--- config.mk ---
export PLATFORM = sky130hd
export DESIGN_NAME = controlador_elevador
export DESIGN_NICKNAME = d
export VERILOG_FILES = /design/src/rtl/controlador_elevador_pkg.sv /design/src/rtl/controlador_elevador_contador_ciclos.sv /design/src/rtl/controlador_elevador.sv
export SDC_FILE = /design/constraint.sdc
export NUM_CORES = 1
export LEC_CHECK = 0
export CAP_MARGIN = 20
export CORE_MARGIN = 3
export CORE_UTILIZATION = 56
export CTS_CLUSTER_DIAMETER = 200
export DETAILED_ROUTE_END_ITERATION = 8
export GPL_TIMING_DRIVEN = 0
export PLACE_DENSITY = 0.89
export SLEW_MARGIN = 30
export SYNTH_ARGS = -nofsm -noshare
export SYNTH_HDL_FRONTEND = slang
export SYNTH_SLANG_ARGS = --single-unit
export TNS_END_PERCENT = 30
--- constraint.sdc ---
create_clock -name clk -period 5.9 [get_ports clk]
set_input_delay 1.18 -clock clk [delete_from_list [all_inputs] [get_ports clk]]
set_output_delay 1.18 -clock clk [all_outputs]
set_load 0.01 [all_outputs]
--- src/rtl/controlador_elevador_pkg.sv ---
// Shared definitions for the elevator scheduler: state encoding, travel
// direction constants and a small constant helper used to size the timer.
package controlador_elevador_pkg;

   typedef enum logic [1:0] {
      ST_IDLE      = 2'd0,
      ST_MOVE_UP   = 2'd1,
      ST_MOVE_DOWN = 2'd2,
      ST_DOOR_OPEN = 2'd3
   } estado_e;

   localparam logic DIR_UP   = 1'b0;
   localparam logic DIR_DOWN = 1'b1;

   function automatic int max_int(input int a, input int b);
      return (a > b) ? a : b;
   endfunction

endpackage

--- src/rtl/controlador_elevador_contador_ciclos.sv ---
// Cycle timer shared by the travel and door phases. Counts 0..last_i,
// flags the terminal count and wraps back to 0 on the following enabled edge.
module contador_ciclos #(
   parameter int W = 2
) (
   input  logic         clk,
   input  logic         reset,
   input  logic         en_i,
   input  logic         clr_i,
   input  logic [W-1:0] last_i,
   output logic         tc_o
);

   logic [W-1:0] cnt_q;

   assign tc_o = (cnt_q == last_i);

   // count register: clear has priority, wrap to 0 after the terminal count
   always_ff @(posedge clk or negedge reset) begin
      if (!reset)        cnt_q <= '0;
      else if (clr_i)    cnt_q <= '0;
      else if (en_i)     cnt_q <= tc_o ? '0 : cnt_q + W'(1);
   end

endmodule

--- src/rtl/controlador_elevador.sv ---
// Elevator car scheduler: latches floor calls and moves a single car using
// SCAN ordering (keep going while calls remain ahead, reverse otherwise).
// All outputs are decoded from registered state only.
module controlador_elevador
   import controlador_elevador_pkg::*;
#(
   parameter int N_FLOORS    = 4,
   parameter int FLOOR_BITS  = 2,
   parameter int MOVE_CYCLES = 4,
   parameter int DOOR_CYCLES = 3
) (
   input  logic                  clk,
   input  logic                  reset,
   input  logic [N_FLOORS-1:0]   call_req,
   input  logic                  door_obstruct,
   output logic [FLOOR_BITS-1:0] floor,
   output logic                  motor_up,
   output logic                  motor_down,
   output logic                  door_open,
   output logic [N_FLOORS-1:0]   pending,
   output logic                  busy
);

   localparam int TW = $clog2(max_int(MOVE_CYCLES, DOOR_CYCLES));
   localparam logic [TW-1:0]         MOVE_LAST = TW'(MOVE_CYCLES - 1);
   localparam logic [TW-1:0]         DOOR_LAST = TW'(DOOR_CYCLES - 1);
   localparam logic [FLOOR_BITS-1:0] TOP_FLOOR = FLOOR_BITS'(N_FLOORS - 1);

   estado_e                 state_q, state_d;
   logic [FLOOR_BITS-1:0]   floor_q, floor_d;
   logic                    dir_q, dir_d;
   logic [N_FLOORS-1:0]     pending_q, pending_d;
   logic [N_FLOORS-1:0]     set_mask, clr_mask;
   logic                    any_above, any_below;
   logic                    tmr_en, tmr_clr, tmr_hold, tmr_tc;
   logic [TW-1:0]           tmr_last;

   contador_ciclos #(.W(TW)) u_timer (
      .clk    (clk),
      .reset  (reset),
      .en_i   (tmr_en),
      .clr_i  (tmr_clr),
      .last_i (tmr_last),
      .tc_o   (tmr_tc)
   );

   // outstanding calls strictly above / below the car
   always_comb begin
      any_above = 1'b0;
      any_below = 1'b0;
      for (int i = 0; i < N_FLOORS; i++) begin
         if (pending_q[i] && (i > int'(floor_q))) any_above = 1'b1;
         if (pending_q[i] && (i < int'(floor_q))) any_below = 1'b1;
      end
   end

   // next-state, floor, direction, call latch and timer control
   always_comb begin
      state_d  = state_q;
      floor_d  = floor_q;
      dir_d    = dir_q;
      clr_mask = '0;
      set_mask = call_req;
      tmr_hold = 1'b0;
      case (state_q)
         ST_IDLE: begin
            if (pending_q[floor_q]) begin
               state_d           = ST_DOOR_OPEN;
               clr_mask[floor_q] = 1'b1;
            end else if (any_above && (dir_q == DIR_UP || !any_below)) begin
               state_d = ST_MOVE_UP;
               dir_d   = DIR_UP;
            end else if (any_below) begin
               state_d = ST_MOVE_DOWN;
               dir_d   = DIR_DOWN;
            end
         end
         ST_MOVE_UP: begin
            if (tmr_tc) begin
               floor_d = floor_q + FLOOR_BITS'(1);
               if (pending_q[floor_d]) begin
                  state_d           = ST_DOOR_OPEN;
                  clr_mask[floor_d] = 1'b1;
               end
            end
         end
         ST_MOVE_DOWN: begin
            if (tmr_tc) begin
               floor_d = floor_q - FLOOR_BITS'(1);
               if (pending_q[floor_d]) begin
                  state_d           = ST_DOOR_OPEN;
                  clr_mask[floor_d] = 1'b1;
               end
            end
         end
         ST_DOOR_OPEN: begin
            // a call at the open floor only re-arms the door, it is never latched
            set_mask[floor_q] = 1'b0;
            tmr_hold = door_obstruct | call_req[floor_q];
            if (!tmr_hold && tmr_tc) state_d = ST_IDLE;
         end
         default: state_d = ST_IDLE;
      endcase
      pending_d = (pending_q | set_mask) & ~clr_mask;
      tmr_last  = (state_q == ST_DOOR_OPEN) ? DOOR_LAST : MOVE_LAST;
      tmr_en    = (state_q != ST_IDLE);
      tmr_clr   = (state_q == ST_IDLE) | (state_d != state_q) | tmr_hold;
   end

   // state, position, direction and call registers
   always_ff @(posedge clk or negedge reset) begin
      if (!reset) begin
         state_q   <= ST_IDLE;
         floor_q   <= '0;
         dir_q     <= DIR_UP;
         pending_q <= '0;
      end else begin
         state_q   <= state_d;
         floor_q   <= floor_d;
         dir_q     <= dir_d;
         pending_q <= pending_d;
      end
   end

   assign floor      = floor_q;
   assign pending    = pending_q;
   assign motor_up   = (state_q == ST_MOVE_UP);
   assign motor_down = (state_q == ST_MOVE_DOWN);
   assign door_open  = (state_q == ST_DOOR_OPEN);
   assign busy       = (state_q != ST_IDLE);

   // the car must always stop at an end floor, never try to travel past it
   a_no_overrun_up: assert property (@(posedge clk) disable iff (!reset)
      (state_q == ST_MOVE_UP) |-> (floor_q != TOP_FLOOR));
   a_no_overrun_dn: assert property (@(posedge clk) disable iff (!reset)
      (state_q == ST_MOVE_DOWN) |-> (floor_q != '0));

endmodule

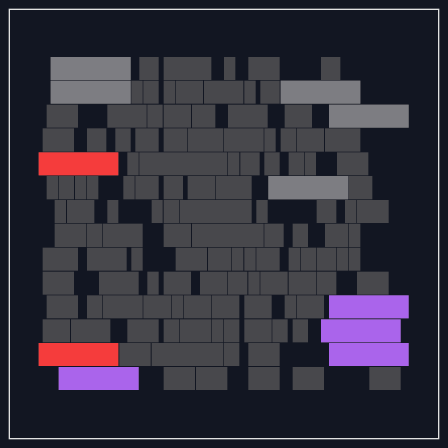
Figure 1: run 1, register map, names as in the netlist.
Other sequential cells in the stronger grey, the rest of the logic in the fainter grey.
Red shows floor, placed flops 2. Purple shows pending, placed flops 4, where bottom right.
Another 5 sequential cells are not coloured.

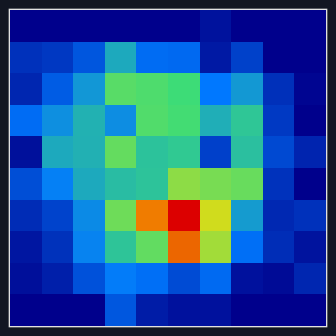
Figure 2: run 1, wire density map.
The die is cut into 10 by 10 equal tiles; dark blue is low, red is high, scaled to the fullest tile. Values are wire area over tile area, all layers added.
20% of the tiles are nearly empty. The mean over all tiles is 0.17. The emptiest ninth of the die: top right. The densest ninth of the die: middle. The fullest tile reaches 0.75. 16% of the tiles are over half the peak.

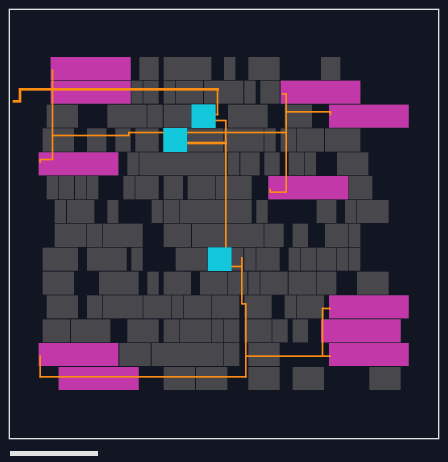
Figure 3: run 1, clock distribution.
The bar under the picture is 10 microns long.
Orange shows clock wires, length 171 microns. Cyan shows clock drivers, count 3. Magenta shows flip-flops, count 11.
There are 4 routed clock nets. Position of the flops: all over the die.

==> flow_summary.yaml, run 1 <==
# yosys + openroad results
critical_path:
  worstPathCellList: "inv_1 > ha_1 > inv_1 > clkdlybuf4s50_1"
  end_kind: "primary output"
  critical_path.max_fanout: 5
  critPathTopFamily: "buffers and inverters"
  slowest_delay_ns: 0.56
clocking:
  cts-htree-levels: 1
  tritoncts.num_buffers: 3
  tritoncts: "done"
  cts.sink_count: 11
  cts.hold.buffers_added: 0
  worstSkewPairLatency_ns: 0.27
sta:
  timing.fmax_mhz: 330.6
  final.setup.tns_ns: 0
  fin_crit_ns: 3.025
final_layout:
  n_all_inverters: 10
  layout_non_clock_buf_frac: 0.1539
  antennaDiodeCount: 0
  seq_area_sq_um: 275.3
  final_net_count: 148
outcome:
  run_status: "completed"
floorplan:
  boundaryPins: 17
  floorplan.rows: 14
  die_y_microns: 48.83
  chipArea_sq_um: 2384
global_route:
  grt_remaining_overflow: 0
  first_global_vias: 919
  grt_max_degree: 12
worst_hold_path:
  hold_class: "register to register"
synthesis:
  most_common_cell: "sky130_fd_sc_hd__dfrtp_1"
  post_synthesis_cell_type_count: 39
  synthArstFlopShare: 1.000
  yosys_register_bits: 11
  netlist_top_cells_count: "sky130_fd_sc_hd__dfrtp_1 (11), sky130_fd_sc_hd__inv_1 (10), sky130_fd_sc_hd__nand2_1 (10)"
  topCellsByArea: "sky130_fd_sc_hd__dfrtp_1 (27%), sky130_fd_sc_hd__ha_1 (11%), sky130_fd_sc_hd__mux4_2 (6.6%)"
  yosys_warnings: 0
placement:
  globalplace.congestion: 0.8993
power_and_ir_drop:
  ir_worst_vdd_mv: 0.4026
  p_int_mw: 0.3593
  power_per_cell_area_nw_per_um2: 564.0
run:
  log.warning_count: 33
  timing.max_cap.violations: 0
detailed_routing:
  final_antenna_net_count: 0
  vias: 982
run 1: flip-flops by register name (all words and copies together) (netlist names):
signal	cells
state_q	2
u_timer.cnt_q	2
pending	4
dir_q	1
floor	2
run 1: power groups by stage:
| stage | clock (mW) | sequential, mW | combinational [mW] |
|---|---|---|---|
| 2_1_floorplan | 0 | 0.153 | 0.339 |
| 3_3_place_gp | 0 | 0.156 | 0.466 |
| 3_5_place_dp | 0 | 0.157 | 0.482 |
| 4_1_cts | 0.0544 | 0.156 | 0.485 |
| 5_1_grt | 0.0587 | 0.164 | 0.532 |
| 6_report | 0.0529 | 0.156 | 0.492 |
run 1: metal layers:
metal	GRT usage	wire length (microns)
met5	0	0
met4	0.06161	28
met3	0.04281	204
met2	0.3665	1188
met1	0.2912	1094
run 1: cell usage in the layout, fill, tap and decap left out, types with 2 or more instances in the layout:
master | Yosys | final
sky130_fd_sc_hd__a21o_1 | 2 | 2
sky130_fd_sc_hd__a21oi_1 | 8 | 8
sky130_fd_sc_hd__a221oi_1 | 6 | 6
sky130_fd_sc_hd__a22o_1 | 5 | 5
sky130_fd_sc_hd__and2_1 | 2 | 2
sky130_fd_sc_hd__buf_6 | 2 | 2
sky130_fd_sc_hd__clkbuf_1 | 1 | 2
sky130_fd_sc_hd__clkbuf_4 | 0 | 3
sky130_fd_sc_hd__clkdlybuf4s50_1 | 0 | 16
sky130_fd_sc_hd__dfrtp_1 | 11 | 11
sky130_fd_sc_hd__ha_1 | 9 | 9
sky130_fd_sc_hd__inv_1 | 10 | 10
sky130_fd_sc_hd__mux2i_1 | 2 | 2
sky130_fd_sc_hd__mux4_2 | 3 | 3
sky130_fd_sc_hd__nand2_1 | 10 | 10
sky130_fd_sc_hd__nand2b_1 | 2 | 2
sky130_fd_sc_hd__nor2_1 | 7 | 7
sky130_fd_sc_hd__nor3_1 | 3 | 3
sky130_fd_sc_hd__o21ai_0 | 4 | 4
sky130_fd_sc_hd__o22ai_1 | 2 | 2
sky130_fd_sc_hd__o31ai_1 | 2 | 2
run 1: per-stage QoR:
stage	power (mW)	utilization
after global placement	0.6218	0.7554
after CTS	0.6959	0.7717
after floorplan	0.4926	-
final	0.7014	0.7717
after global routing	0.7544	0.7717
after detailed placement	0.6390	0.7554
run 1: path summary, 6_finish.rpt:
kind / start / end / slack [ns] / cells after the start
hold reg to reg: u_timer.cnt_q[0] / u_timer.cnt_q[0] / 0.50 / 1
max in group asynchronous: reset / pending[3] / 4.29 / 1
min in group asynchronous: reset / dir_q / 1.26 / 1
hold / removal: u_timer.cnt_q[0] / u_timer.cnt_q[0] / 0.50 / 1
setup / recovery: state_q[1] / busy / 2.87 / 4
setup reg to reg: floor[1] / u_timer.cnt_q[0] / 3.15 / 8
run 1: logic make-up (layout without fill, tap and decap cells):
group	count (synthesis)	in the layout	synth area share
AOI/OAI and AO/OA	37	37	0.2875
and+or+nand+nor	33	33	0.1657
buffers and inverters	14	34	0.06699
DFF	11	11	0.2680
adders and majority gates	9	9	0.1096
muxes	5	5	0.08526
xor gates and xnor gates	2	2	0.01706
Figure 4. Clock nets (run 1).
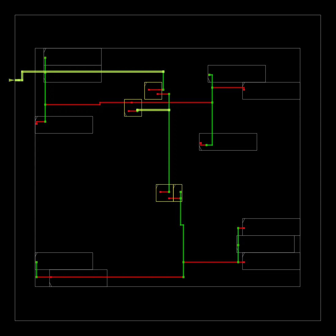

==> run 2, diff against run 1 <==
--- a/config.mk
+++ b/config.mk
@@ -7,11 +7,11 @@
 export LEC_CHECK = 0
 export CAP_MARGIN = 20
 export CORE_MARGIN = 3
-export CORE_UTILIZATION = 56
+export CORE_UTILIZATION = 52
 export CTS_CLUSTER_DIAMETER = 200
 export DETAILED_ROUTE_END_ITERATION = 8
 export GPL_TIMING_DRIVEN = 0
-export PLACE_DENSITY = 0.89
+export PLACE_DENSITY = 0.84
 export SLEW_MARGIN = 30
 export SYNTH_ARGS = -nofsm -noshare
 export SYNTH_HDL_FRONTEND = slang
==> constraint.sdc (replaced) <==
create_clock -name clk -period 3.1 [get_ports clk]
set_input_delay 0.62 -clock clk [delete_from_list [all_inputs] [get_ports clk]]
set_output_delay 0.62 -clock clk [all_outputs]
set_load 0.01 [all_outputs]
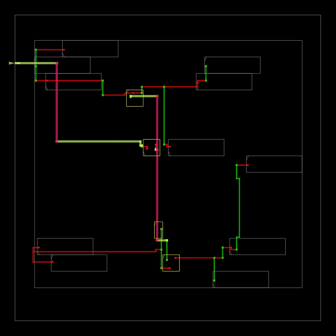
Figure 5: run 2, clock nets.
clock buffer count in the final layout: 4
Final Skew: 0.007034 ns

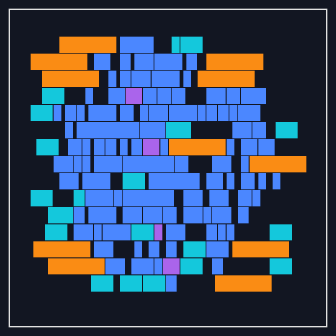
Figure 6: run 2, placed cells, one colour a class.
Blue shows combinational and other logic, cells 96, share of their area 59%. Cyan shows remaining buffers and delay cells, cells 20, share of their area 16%. Purple shows clock drivers and dummy loads, cells 4, share of their area 2.2%. Orange shows sequential cells, cells 11, share of their area 23%.

==> run 2 against run 1 <==
Against the previous run:
- utilization shrank 8.1 points
- via count grew 0.10%
- sequential share of layout area is essentially flat
- count of clock-buffer cells in the layout is the same
- largest power group unchanged
==> flow_summary.yaml, run 2 <==
# yosys + openroad results
outcome:
  run_status: "completed"
run:
  log.warning_count: 33
  timing.max_cap.violations: 0
global_route:
  grt.met1_usage: 0.3008
  groute.layer.met2.usage: 0.3783
  grt_remaining_overflow: 0
  grt_max_degree: 12
  global_route.usage.met3: 0.04451
  first_global_vias: 997
power_and_ir_drop:
  ir_worst_vdd_mv: 0.6114
  power_per_cell_area_nw_per_um2: 1079
  total_power_mw: 1.343
sta:
  report.final.hold_viol_count: 0
  final.setup.tns_ns: 0
  setup_slack_ns: 0.3766
  timing.fmax_mhz: 367.2
  fin_crit_ns: 2.723
final_layout:
  layout_top_cells: "sky130_fd_sc_hd__clkdlybuf4s50_1 (16), sky130_fd_sc_hd__dfrtp_1 (11), sky130_fd_sc_hd__inv_1 (10), sky130_fd_sc_hd__nand2_1 (10), sky130_fd_sc_hd__ha_1 (9)"
  seq_area_sq_um: 275.3
  antennaDiodeCount: 0
  lay_top_count: "sky130_fd_sc_hd__clkdlybuf4s50_1"
  post-route-util: 0.6910
floorplan:
  boundaryPins: 17
  die_y_microns: 50.45
  chipArea_sq_um: 2545
critical_path:
  end_kind: "register"
  critical_path.max_fanout: 8
synthesis:
  netlist_top_cells_count: "sky130_fd_sc_hd__dfrtp_1 (11), sky130_fd_sc_hd__inv_1 (10), sky130_fd_sc_hd__nand2_1 (10)"
  yosys_warnings: 0
  synthArstFlopShare: 1.000
  yosys_register_bits: 11
  topCellsByArea: "sky130_fd_sc_hd__dfrtp_1 (27%), sky130_fd_sc_hd__ha_1 (11%), sky130_fd_sc_hd__mux4_2 (6.6%)"
clocking:
  cts.sink_count: 11
  tritoncts.num_buffers: 3
  tritoncts: "done"
  clock_tree.buffer_depth: 2
  postCtsSetupBuffers: 0
  cts.hold.buffers_added: 0
  cts-htree-levels: 1
placement:
  globalplace.congestion: 0.8706
worst_hold_path:
  worstHoldPathCells: 1
detailed_routing:
  final_antenna_net_count: 0
  vias: 983
run 2: cell type report:
| cell class | instances | share of cell area |
|---|---|---|
| Sequential cell | 11 | 0.2211 |
| Inverter | 10 | 0.03015 |
| Tap cell | 25 | 0.02513 |
| Multi-Input combinational cell | 86 | 0.5487 |
| Clock buffer | 4 | 0.02111 |
| Timing Repair Buffer | 16 | 0.1286 |
| Buffer | 4 | 0.02513 |
run 2: final timing paths:
kind | start | slack, ns | end
max in group asynchronous | reset | 2.05 | u_timer.cnt_q[1]
hold / removal | u_timer.cnt_q[0] | 0.50 | u_timer.cnt_q[0]
setup / recovery | floor[1] | 0.38 | u_timer.cnt_q[0]
min in group asynchronous | reset | 0.69 | pending[2]
hold reg to reg | u_timer.cnt_q[0] | 0.50 | u_timer.cnt_q[0]
setup reg to reg | floor[1] | 0.38 | u_timer.cnt_q[0]
run 2: kinds of logic after synthesis:
group | count (synthesis) | share of synthesized area
AOI/OAI and AO/OA | 37 | 0.2875
xor gates and xnor gates | 2 | 0.01706
adders and majority gates | 9 | 0.1096
buffers and inverters | 14 | 0.06699
DFF | 11 | 0.2680
muxes | 5 | 0.08526
and+or+nand+nor | 33 | 0.1657
run 2: power by group:
group | switching (mW) | internal, mW
clock | 0.0560 | 0.0499
combinational | 0.512 | 0.425
sequential | 0.0926 | 0.208
total | 0.660 | 0.683
run 2: worst max-delay path, cell delays in order, from the launching register on:
cell                        delay [ns]
sky130_fd_sc_hd__dfrtp_1          0.43
sky130_fd_sc_hd__buf_2            0.26
sky130_fd_sc_hd__inv_1            0.11
sky130_fd_sc_hd__ha_1             0.36
sky130_fd_sc_hd__mux4_2           0.32
sky130_fd_sc_hd__and4_4           0.22
sky130_fd_sc_hd__or3_1            0.34
sky130_fd_sc_hd__a31o_1           0.26
sky130_fd_sc_hd__a2111oi_2        0.33
run 2: layer usage:
layer  wire, microns  up-vias
met5               0        -
met4              83        0
met3             179       11
met2            1219       52
met1            1137      464
li1                -      456
==> run 3, diff against run 2 <==
--- a/config.mk
+++ b/config.mk
@@ -12,7 +12,6 @@
 export DETAILED_ROUTE_END_ITERATION = 8
 export GPL_TIMING_DRIVEN = 0
 export PLACE_DENSITY = 0.84
-export SLEW_MARGIN = 30
 export SYNTH_ARGS = -nofsm -noshare
 export SYNTH_HDL_FRONTEND = slang
 export SYNTH_SLANG_ARGS = --single-unit
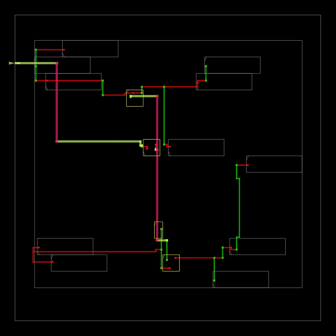
Figure 7: run 3, clock nets.
sequential cells: 11
insertion delay to the later sink of the worst-skew pair: 0.28 ns
number of clock sinks: 11
Clk power: 0.106 mW
total clock buffers created by CTS: 3

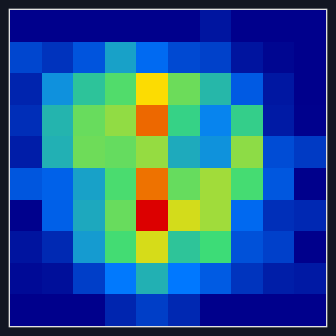
Figure 8: run 3, wire density map.
The die is cut into 10 by 10 equal tiles; dark blue is low, red is high, scaled to the fullest tile. Values are wire area over tile area, all layers added.
The mean over all tiles is 0.17. The fullest tile reaches 0.68. The densest ninth of the die: middle. 22% of the tiles are over half the peak.

==> run 3 against run 2 <==
Against the previous run:
- utilization stayed put
- sequential cell count unchanged
- worst hold slack stayed put
- highest routed layer unchanged
==> flow_summary.yaml, run 3 <==
# yosys + openroad results
synthesis:
  yosys_warnings: 0
  synthArstFlopShare: 1.000
  topCellsByArea: "sky130_fd_sc_hd__dfrtp_1 (27%), sky130_fd_sc_hd__ha_1 (11%), sky130_fd_sc_hd__mux4_2 (6.6%)"
  yosysCellCount: 111
  post_synthesis_cell_type_count: 39
  netlist_top_cells_count: "sky130_fd_sc_hd__dfrtp_1 (11), sky130_fd_sc_hd__inv_1 (10), sky130_fd_sc_hd__nand2_1 (10)"
  yosys_register_bits: 11
sta:
  final.setup.tns_ns: 0
  timing.clock.skew_ns: 0.007034
  setup_slack_ns: 0.3766
  fin_crit_ns: 2.723
  timing.fmax_mhz: 367.2
  report.final.hold_viol_count: 0
power_and_ir_drop:
  p_int_mw: 0.6829
  power_per_cell_area_nw_per_um2: 1079
  clkPwrFrac: 0.079
  ir_worst_vdd_mv: 0.6114
  p_comb_frac: 0.697
  net-switching-power_mw: 0.6603
  switching_share: 0.4916
outcome:
  run_status: "completed"
clocking:
  tritoncts: "done"
  clock_tree.buffer_depth: 2
  cts-htree-levels: 1
  clk_pin_slew_ns: 0.07
  postCtsSetupBuffers: 0
worst_hold_path:
  holdCritStartpoint: "u_timer.cnt_q[0]"
detailed_routing:
  drc: 0
  final_antenna_net_count: 0
  vias: 983
critical_path:
  worstPathCellList: "buf_2 > inv_1 > ha_1 > mux4_2 > and4_4 > or3_1 > a31o_1 > a2111oi_2"
  critical_path.max_fanout: 8
  crit_slowest_cell: "sky130_fd_sc_hd__dfrtp_1"
  worst_ep_arrival_time_ns: 2.89
  slowest_delay_ns: 0.43
  crit-reg2reg-launch: "floor[1]"
  crit_path_start: "floor[1]"
global_route:
  first_global_vias: 997
  grt_remaining_overflow: 0
  grt_max_degree: 12
final_layout:
  lay_top_count: "sky130_fd_sc_hd__clkdlybuf4s50_1"
  antennaDiodeCount: 0
  seq_area_sq_um: 275.3
  post-route-util: 0.6910
placement:
  globalplace.congestion: 0.8706
run:
  log.warning_count: 33
floorplan:
  boundaryPins: 17
  die_y_microns: 50.45
  chipArea_sq_um: 2545
==> run 3: layout make-up <==
type                            instances  area share
Sequential cell                        11      0.2211
Multi-Input combinational cell         86      0.5487
Clock buffer                            4     0.02111
Timing Repair Buffer                   16      0.1286
Buffer                                  4     0.02513
Inverter                               10     0.03015
Tap cell                               25     0.02513
==> run 3: cell families (layout without fill, tap and decap cells) <==
logic type / after synthesis / count (layout) / share of synthesized area
AOI/OAI and AO/OA: 37 / 37 / 0.2875
xor gates and xnor gates: 2 / 2 / 0.01706
and+or+nand+nor: 33 / 33 / 0.1657
DFF: 11 / 11 / 0.2680
adders and majority gates: 9 / 9 / 0.1096
muxes: 5 / 5 / 0.08526
buffers and inverters: 14 / 34 / 0.06699
==> run 3: critical path: cells and delay by family (launching register included) <==
family / cells / cell delay (ns)
muxes: 1 / 0.32
DFF: 1 / 0.43
and+or+nand+nor: 2 / 0.56
AOI/OAI and AO/OA: 2 / 0.59
buffers and inverters: 2 / 0.37
adders and majority gates: 1 / 0.36
==> run 3: power by group through the flow <==
stage / registers [mW] / logic [mW] / clock network (mW)
after floorplan: 0.291 / 0.646 / 0
after global placement: 0.296 / 0.888 / 0
after detailed placement: 0.301 / 0.916 / 0
after CTS: 0.298 / 0.930 / 0.107
after global routing: 0.316 / 1.03 / 0.113
final: 0.300 / 0.937 / 0.106
==> run 3: path summary, 6_finish.rpt <==
kind	to	slack, ns	depth (start not counted)
max in group asynchronous	u_timer.cnt_q[1]	2.05	1
hold reg to reg	u_timer.cnt_q[0]	0.50	1
setup reg to reg	u_timer.cnt_q[0]	0.38	8
setup / recovery	u_timer.cnt_q[0]	0.38	8
hold / removal	u_timer.cnt_q[0]	0.50	1
min in group asynchronous	pending[2]	0.69	1
==> run 3: stage by stage <==
step	cells	power [mW]
2_1_floorplan	111	0.9374
3_3_place_gp	152	1.184
3_5_place_dp	152	1.217
4_1_cts	156	1.335
5_1_grt	156	1.456
6_report	156	1.343
==> run 3: layer usage <==
metal / routed length [microns] / vias to the layer above / part of all wire / global-route usage
met5: 0 / - / 0 / 0
met4: 83 / 0 / 0.032 / 0.1390
met3: 179 / 11 / 0.068 / 0.04451
met2: 1219 / 52 / 0.47 / 0.3783
met1: 1137 / 464 / 0.43 / 0.3008
li1: - / 456 / - / -
No activity file was given, so power comes from the tool's default toggle rates.
